===== config.mk =====
export PLATFORM = sky130hd
export DESIGN_NAME = matmul_job_scheduler
export DESIGN_NICKNAME = d
export VERILOG_FILES = /design/src/rtl/matmul_job_scheduler.sv
export SDC_FILE = /design/constraint.sdc
export NUM_CORES = 1
export LEC_CHECK = 0
export CORE_ASPECT_RATIO = 1.4
export CORE_UTILIZATION = 56
export CTS_CLUSTER_DIAMETER = 40
export DETAILED_ROUTE_END_ITERATION = 16
export PLACE_DENSITY_LB_ADDON = 0.05
export SETUP_SLACK_MARGIN = 0.2
export SLEW_MARGIN = 30
export SYNTH_ARGS = -nofsm -noshare
export SYNTH_HDL_FRONTEND = slang
export SYNTH_SLANG_ARGS = --single-unit

===== constraint.sdc =====
create_clock -name clk -period 10.7 [get_ports clk]
set_input_delay 1.07 -clock clk [delete_from_list [all_inputs] [get_ports clk]]
set_output_delay 1.07 -clock clk [all_outputs]
set_load 0.05 [all_outputs]

===== src/rtl/matmul_job_scheduler.sv =====
// Round-robin job scheduler sharing one matrix-multiplier datapath between NUM_REQ requesters.
// Optional watchdog abort enabled by defining MATMUL_SCHED_TIMEOUT_EN.
module matmul_job_scheduler #(
  parameter int NUM_REQ        = 4,
  parameter int DIM_W          = 8,
  parameter int IN_MEM_SIZE    = 64,
  parameter int OUT_MEM_SIZE   = 16,
  parameter int PAR_JOBS       = 1,
  parameter int TIMEOUT_CYCLES = 4096
) (
  input  logic                           clk,
  input  logic                           reset,
  input  logic [NUM_REQ-1:0]             req_valid_i,
  input  logic [NUM_REQ*4*DIM_W-1:0]     req_dims_i,
  output logic [NUM_REQ-1:0]             req_ready_o,
  output logic                           resp_valid_o,
  output logic [$clog2(NUM_REQ)-1:0]     resp_id_o,
  output logic                           resp_err_o,
  output logic                           busy_o,
  output logic [$clog2(NUM_REQ)-1:0]     mm_owner_o,
  output logic [4*32-1:0]                mm_cfg_o,
  output logic                           mm_reset_o,
  output logic                           mm_enable_o,
  input  logic                           mm_done_i
);
  localparam int IDW = $clog2(NUM_REQ);
  localparam int PW  = 2*DIM_W + 1;
  localparam int JW  = 4*DIM_W;

  if (NUM_REQ < 2 || NUM_REQ > 8 || PAR_JOBS < 1 || TIMEOUT_CYCLES < 1) begin : g_param_err
    $error("matmul_job_scheduler: parameter out of range");
  end

  typedef enum logic [2:0] {
    S_IDLE, S_CHECK, S_REJECT, S_CLEAR, S_START, S_RUN, S_FINISH, S_ABORT
  } state_t;

  state_t           state_q;
  logic [IDW-1:0]   owner_q, last_q, resp_id_q;
  logic [JW-1:0]    dims_q;
  logic             cfg_hold_q, resp_valid_q, resp_err_q, mm_reset_q, mm_enable_q;

`ifdef MATMUL_SCHED_TIMEOUT_EN
  localparam int TW = $clog2(TIMEOUT_CYCLES + 1);
  logic [TW-1:0] cnt_q;
  logic          to_hit;
  assign to_hit = (cnt_q == TW'(TIMEOUT_CYCLES - 1));
`endif

  // Per-requester view of the flat dimension bus.
  logic [JW-1:0] dims_arr [NUM_REQ];
  for (genvar g = 0; g < NUM_REQ; g++) begin : g_dims
    assign dims_arr[g] = req_dims_i[g*JW +: JW];
  end

  // Round-robin search starting just above the last served requester.
  logic           gnt_found;
  logic [IDW-1:0] gnt_idx, cand;
  always_comb begin
    gnt_found = 1'b0;
    gnt_idx   = '0;
    cand      = '0;
    for (int i = 1; i <= NUM_REQ; i++) begin
      cand = IDW'((int'(last_q) + i) % NUM_REQ);
      if (!gnt_found && req_valid_i[cand]) begin
        gnt_found = 1'b1;
        gnt_idx   = cand;
      end
    end
  end

  // Products sized so the worst case of every term fits without wrap.
  logic [DIM_W-1:0] wa, ha, wb, hb;
  logic [PW-1:0]    need_in, need_out;
  logic             job_ok;
  assign {hb, wb, ha, wa} = dims_q;
  assign need_in  = PW'(6) + PW'(wa) * PW'(ha) + PW'(wb) * PW'(hb);
  assign need_out = PW'(wa) * PW'(hb);
  assign job_ok   = (wa != '0) && (ha != '0) && (wb != '0) && (hb != '0) &&
                    ((wa % DIM_W'(PAR_JOBS)) == '0) &&
                    (32'(need_in)  <= 32'(IN_MEM_SIZE)) &&
                    (32'(need_out) <= 32'(OUT_MEM_SIZE));

  logic cfg_on;
  assign cfg_on = cfg_hold_q | ((state_q == S_CHECK) & job_ok);
  for (genvar k = 0; k < 4; k++) begin : g_cfg
    assign mm_cfg_o[32*k +: 32] = cfg_on ? 32'(dims_q[DIM_W*k +: DIM_W]) : 32'd0;
  end

  assign req_ready_o  = (!reset && state_q == S_IDLE && gnt_found) ?
                        (NUM_REQ'(1) << gnt_idx) : '0;
  assign resp_valid_o = resp_valid_q;
  assign resp_err_o   = resp_err_q;
  assign resp_id_o    = resp_id_q;
  assign busy_o       = (state_q != S_IDLE);
  assign mm_owner_o   = owner_q;
  assign mm_reset_o   = mm_reset_q;
  assign mm_enable_o  = mm_enable_q;

  // Outputs are registered on the transition into the state that owns them.
  always_ff @(posedge clk or posedge reset) begin
    if (reset) begin
      state_q      <= S_IDLE;
      owner_q      <= '0;
      last_q       <= IDW'(NUM_REQ - 1);
      resp_id_q    <= '0;
      dims_q       <= '0;
      cfg_hold_q   <= 1'b0;
      resp_valid_q <= 1'b0;
      resp_err_q   <= 1'b0;
      mm_reset_q   <= 1'b0;
      mm_enable_q  <= 1'b0;
`ifdef MATMUL_SCHED_TIMEOUT_EN
      cnt_q        <= '0;
`endif
    end else begin
      resp_valid_q <= 1'b0;
      resp_err_q   <= 1'b0;
      resp_id_q    <= '0;
      mm_reset_q   <= 1'b0;
      case (state_q)
        S_IDLE: if (gnt_found) begin
          dims_q     <= dims_arr[gnt_idx];
          owner_q    <= gnt_idx;
          cfg_hold_q <= 1'b0;
`ifdef MATMUL_SCHED_TIMEOUT_EN
          cnt_q      <= '0;
`endif
          state_q    <= S_CHECK;
        end
        S_CHECK: if (job_ok) begin
          cfg_hold_q <= 1'b1;
          mm_reset_q <= 1'b1;
          state_q    <= S_CLEAR;
        end else begin
          resp_valid_q <= 1'b1;
          resp_err_q   <= 1'b1;
          resp_id_q    <= owner_q;
          state_q      <= S_REJECT;
        end
        S_REJECT: begin
          last_q  <= owner_q;
          state_q <= S_IDLE;
        end
        S_CLEAR: begin
          mm_enable_q <= 1'b1;
          state_q     <= S_START;
        end
        S_START: begin
          if (!mm_done_i) state_q <= S_RUN;
`ifdef MATMUL_SCHED_TIMEOUT_EN
          else if (to_hit) begin
            mm_enable_q <= 1'b0;
            mm_reset_q  <= 1'b1;
            state_q     <= S_ABORT;
          end
          cnt_q <= cnt_q + 1'b1;
`endif
        end
        S_RUN: begin
          if (mm_done_i) begin
            mm_enable_q  <= 1'b0;
            resp_valid_q <= 1'b1;
            resp_id_q    <= owner_q;
            state_q      <= S_FINISH;
          end
`ifdef MATMUL_SCHED_TIMEOUT_EN
          else if (to_hit) begin
            mm_enable_q <= 1'b0;
            mm_reset_q  <= 1'b1;
            state_q     <= S_ABORT;
          end
          cnt_q <= cnt_q + 1'b1;
`endif
        end
        S_FINISH: begin
          last_q  <= owner_q;
          state_q <= S_IDLE;
        end
        S_ABORT: begin
          // Multiplier has just been reset; report the abort like a reject.
          resp_valid_q <= 1'b1;
          resp_err_q   <= 1'b1;
          resp_id_q    <= owner_q;
          state_q      <= S_REJECT;
        end
        default: state_q <= S_IDLE;
      endcase
    end
  end
endmodule


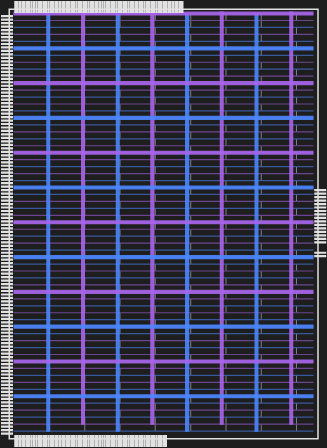
(run_1/pdn.png)
Pins as bars on the die edge. Tap cells in grey.
| net | colour |
|---|---|
| VSS | blue |
| VDD | purple |
met5 straps: 12
signal pins: 276
rows: 60
tap cells: 248
Die Width: 120 microns
die extent in y: 167 microns

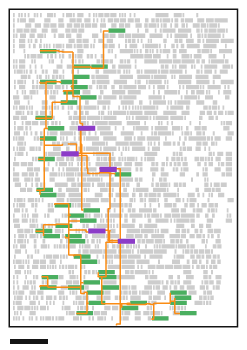
(run_1/clock_map.png)
Bar = 20 microns.
[flip-flops] green | count: 46
[cells driving clock nets] purple | count: 5
[clock wires] orange | length: 831 microns
routed clock nets: 6

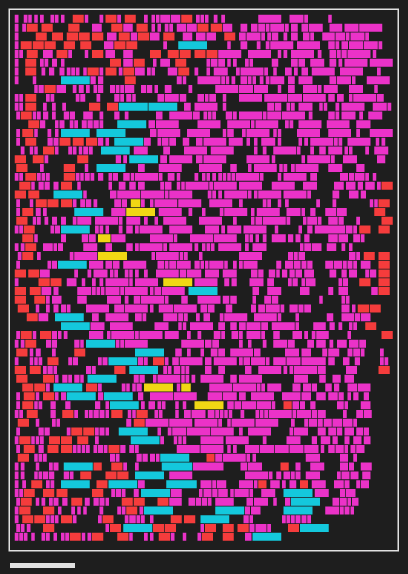
(run_1/cell_classes.png)
Bar = 20 microns.
| class | colour | cells | share of their area |
|---|---|---|---|
| all other logic | magenta | 1272 | 74% |
| flip-flops | cyan | 46 | 9.4% |
| other buffers and delay cells | red | 185 | 15% |
| clock drivers and dummy loads | yellow | 8 | 1.3% |

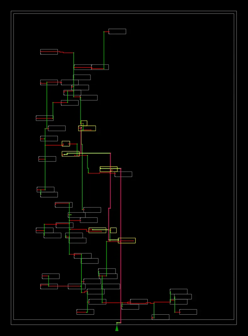
(run_1/final_clocks.png)
clock tree skew after final layout: 0.00590 ns
clock buffer count: 5
number of sinks handled by clock tree synthesis: 46

==> results.ini, run 1 <==
[run_status]
run_status = finished clean

[place]
place.gp.congestion = 0.951
place_ws_ns = 1.76
post-place-cells = 1751
dp_wirelength_mm = 25.6
post_dp_cell_area_sq_um = 12400

[clock_network]
tritoncts = done
ctsResizeCount = 0

[final_layout]
num_antenna_cells = 0
seq_cell_count = 46
register_name_with_the_most_flops = dims_q
final-clk-cell-share_pct = 1.23
logic_area_sq_um = 8390
dominant-cell-class = logic gates
seqAreaFraction_pct = 9.19
area.sequential_sq_um = 1150
design_area_sq_um = 12600
inv_count = 189
post-route-util_pct = 65.6

[worst_hold_path]
hold_start = mm_owner_o[0]

[run]
tool_warnings = 26
drv.max_cap_violation_count = 0

[critical_path]
critPathSlowestCell = dfrtp_1
regToRegSetupSlack_ns = 3.52
path_buffers = 7

[grt]
total_grt_usage_pct = 32.4
use_met1_pct = 40.7
grt_use_met2_pct = 56.6
grt_max_degree = 70

[route]
final_antenna_net_count = 0
firstDrtPassIters = 5

[final_timing]
grt_setup_unrepaired = false
fmax_ghz = 0.107
fin_max_slew_vios = 0

[logic_synthesis]
synth.yosys.chip_area_sq_um = 10900
postSynthSeqShare_pct = 10.6
post_synth_most_frequent_cells = nand2_1 (299), inv_1 (189), fa_1 (137), and2_1 (114), ha_1 (97)
post_synth_instance_area_sq_um = 10900
async_flop_share_pct = 100
post_synth_main_logic_family = adder cells

[die]
die_area_sq_um = 20100
share_of_the_core_filled_by_cells_before_placement_pct = 57.1

==> run_1/gate_families.png <==
Bar = 20 microns.
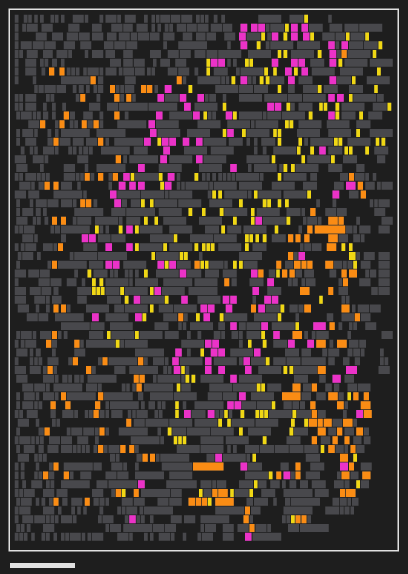

==> run 1 -> run 2 <==
CORE_ASPECT_RATIO = not set   (was 1.4)
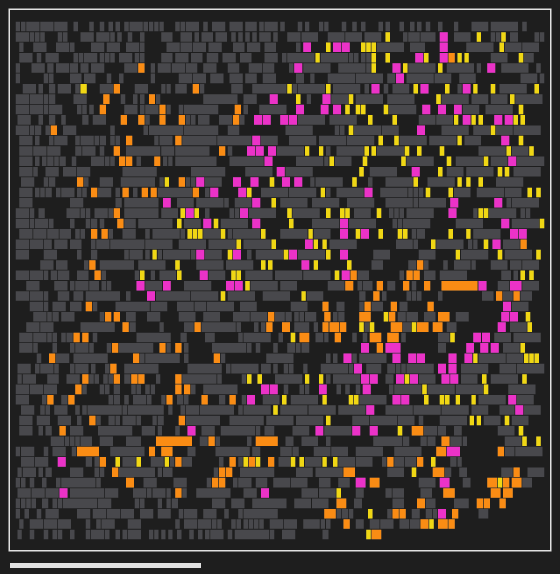
(run_2/gate_families.png)
Bar = 50 microns.
| family | colour | cells |
|---|---|---|
| inverting AOI/OAI gates | orange | 148 |
| AND and OR gates | magenta | 125 |
| inverters | yellow | 189 |
top logic cell by instance count in the layout: nand2_1
final cell count without fillers: 1773
multi-input combinational area share: 66.6%

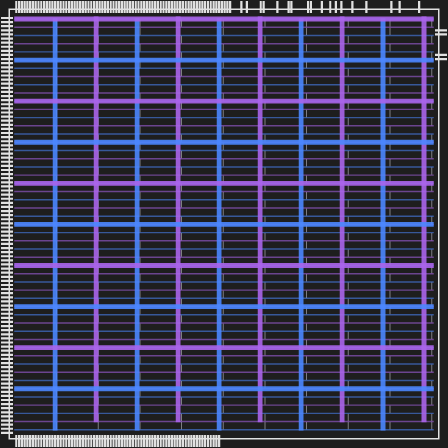
(run_2/pdn.png)
Pins as bars on the die edge. Tap cells in grey.
| net | colour |
|---|---|
| VSS | blue |
| VDD | purple |
met1 rails: 51
tap cells: 260
met4 straps: 10
rows: 50

==> run 2 against run 1 <==
Compared with the run above:
- worst hold slack better by 0.013 ns
- fmax down 0.55%
- setup slack worse by 0.051 ns
- critical path depth down 4
- final area up 0.35%
- critical path type unchanged
==> results.ini, run 2 <==
[logic_synthesis]
synth.yosys.chip_area_sq_um = 10900  ; unchanged
yosys_cells = 1405  ; unchanged
yosys.cell_types.count = 63  ; unchanged
post_synth_main_logic_family = adder cells  ; unchanged
post_synth_instance_area_sq_um = 10900  ; unchanged
edff_count_synth = 0  ; unchanged
post_synth_most_frequent_cells = nand2_1 (299), inv_1 (189), fa_1 (137), and2_1 (114), ha_1 (97)  ; unchanged
post_synth_mux_area_share_pct = 0.778  ; unchanged
yosys_most_used_dff = dfrtp_1  ; unchanged
netlist_instances = 1405  ; unchanged
async_flop_share_pct = 100  ; unchanged
post_synth_and_or_nand_nor_area_fraction_pct = 25.1  ; unchanged
postSynthSeqShare_pct = 10.6  ; unchanged

[clock_network]
hold_buffers = 0  ; unchanged
cts.clk_slew.worst_paths_ns = 0.07  ; was 0.08 ns
cts_setup_buffers = 0  ; unchanged
tritoncts = done  ; unchanged
insertion_delay_ns = 0.29  ; was 0.30 ns
ctsResizeCount = 0  ; unchanged
clock-sinks = 46  ; unchanged

[final_layout]
seqAreaFraction_pct = 9.15  ; was 9.19%
area.sequential_sq_um = 1150  ; unchanged
final-clk-cell-share_pct = 1.34  ; was 1.23%
num_antenna_cells = 0  ; unchanged
seq_cell_count = 46  ; unchanged
dominant-cell-class = logic gates  ; unchanged
reg_top3 = dims_q: 32 flops, state_q: 3 flops  ; unchanged
logic_area_sq_um = 8390  ; unchanged
inv_count = 189  ; unchanged
register_name_with_the_most_flops = dims_q  ; unchanged
largest_register_ff_count = 32  ; unchanged
post-route-util_pct = 66.7  ; was 65.6%
design_area_sq_um = 12600  ; about the same
clkbuf_count = 5  ; unchanged

[final_timing]
report.final.hold_viol_count = 0  ; unchanged
smallest_hold_slack_ns = 0.543  ; was 0.530 ns
fin_max_slew_vios = 0  ; unchanged
finalClockSkew_ns = 0.00653  ; was 0.00590 ns
fmax_ghz = 0.107  ; about the same
final.min_clock_period_ns = 9.39  ; was 9.33 ns
setup_ws_ns = 1.31  ; was 1.37 ns
grt_setup_unrepaired = false  ; unchanged
period_used_pct = 87.7  ; was 87.2%

[route]
route.detailed.wl_per_inst_microns = 17.1  ; was 18.2 microns
firstDrtPassIters = 4  ; was 5
detailroute.via_count = 9259  ; was 9505
first_iter_violations = 572  ; was 564
final_antenna_net_count = 0  ; unchanged

[critical_path]
critPathLaunch = dims_q[25]  ; was dims_q[6]
worst-endpoint-arrival_ns = 8.32  ; was 8.26 ns
critPathSlowestCell = dfrtp_1  ; unchanged
worstSetupPathDepth = 19  ; was 23
cp_top_family = adder cells  ; unchanged
worst_path_largest_cell_delay_ns = 0.94  ; was 0.84 ns
path_buffers = 3  ; was 7
regToRegSetupSlack_ns = 3.52  ; about the same

[place]
post-place-cells = 1765  ; was 1751
place.gp.congestion = 0.923  ; was 0.951
post_dp_cell_area_sq_um = 12400  ; about the same
dp_wirelength_mm = 24.3  ; was 25.6 mm
place_ws_ns = 1.61  ; was 1.76 ns

[grt]
total_grt_usage_pct = 31.2  ; was 32.4%
grt_use_met2_pct = 53.5  ; was 56.6%
grt_max_degree = 70  ; unchanged
use_met1_pct = 40.8  ; was 40.7%

[worst_hold_path]
hold_start = last_q[0]  ; was mm_owner_o[0]
min-delay-path-class = reg -> reg  ; unchanged

[die]
share_of_the_core_filled_by_cells_before_placement_pct = 57.9  ; was 57.1%
placementRows = 50  ; was 60
die_area_sq_um = 20100  ; about the same
floorplan.die.height_microns = 142  ; was 167 microns
tap_cells = 260  ; was 248
die_width_microns = 142  ; was 120 microns

[run]
drv.max_cap_violation_count = 0  ; unchanged
tool_warnings = 26  ; unchanged

[run_status]
run_status = finished clean  ; unchanged

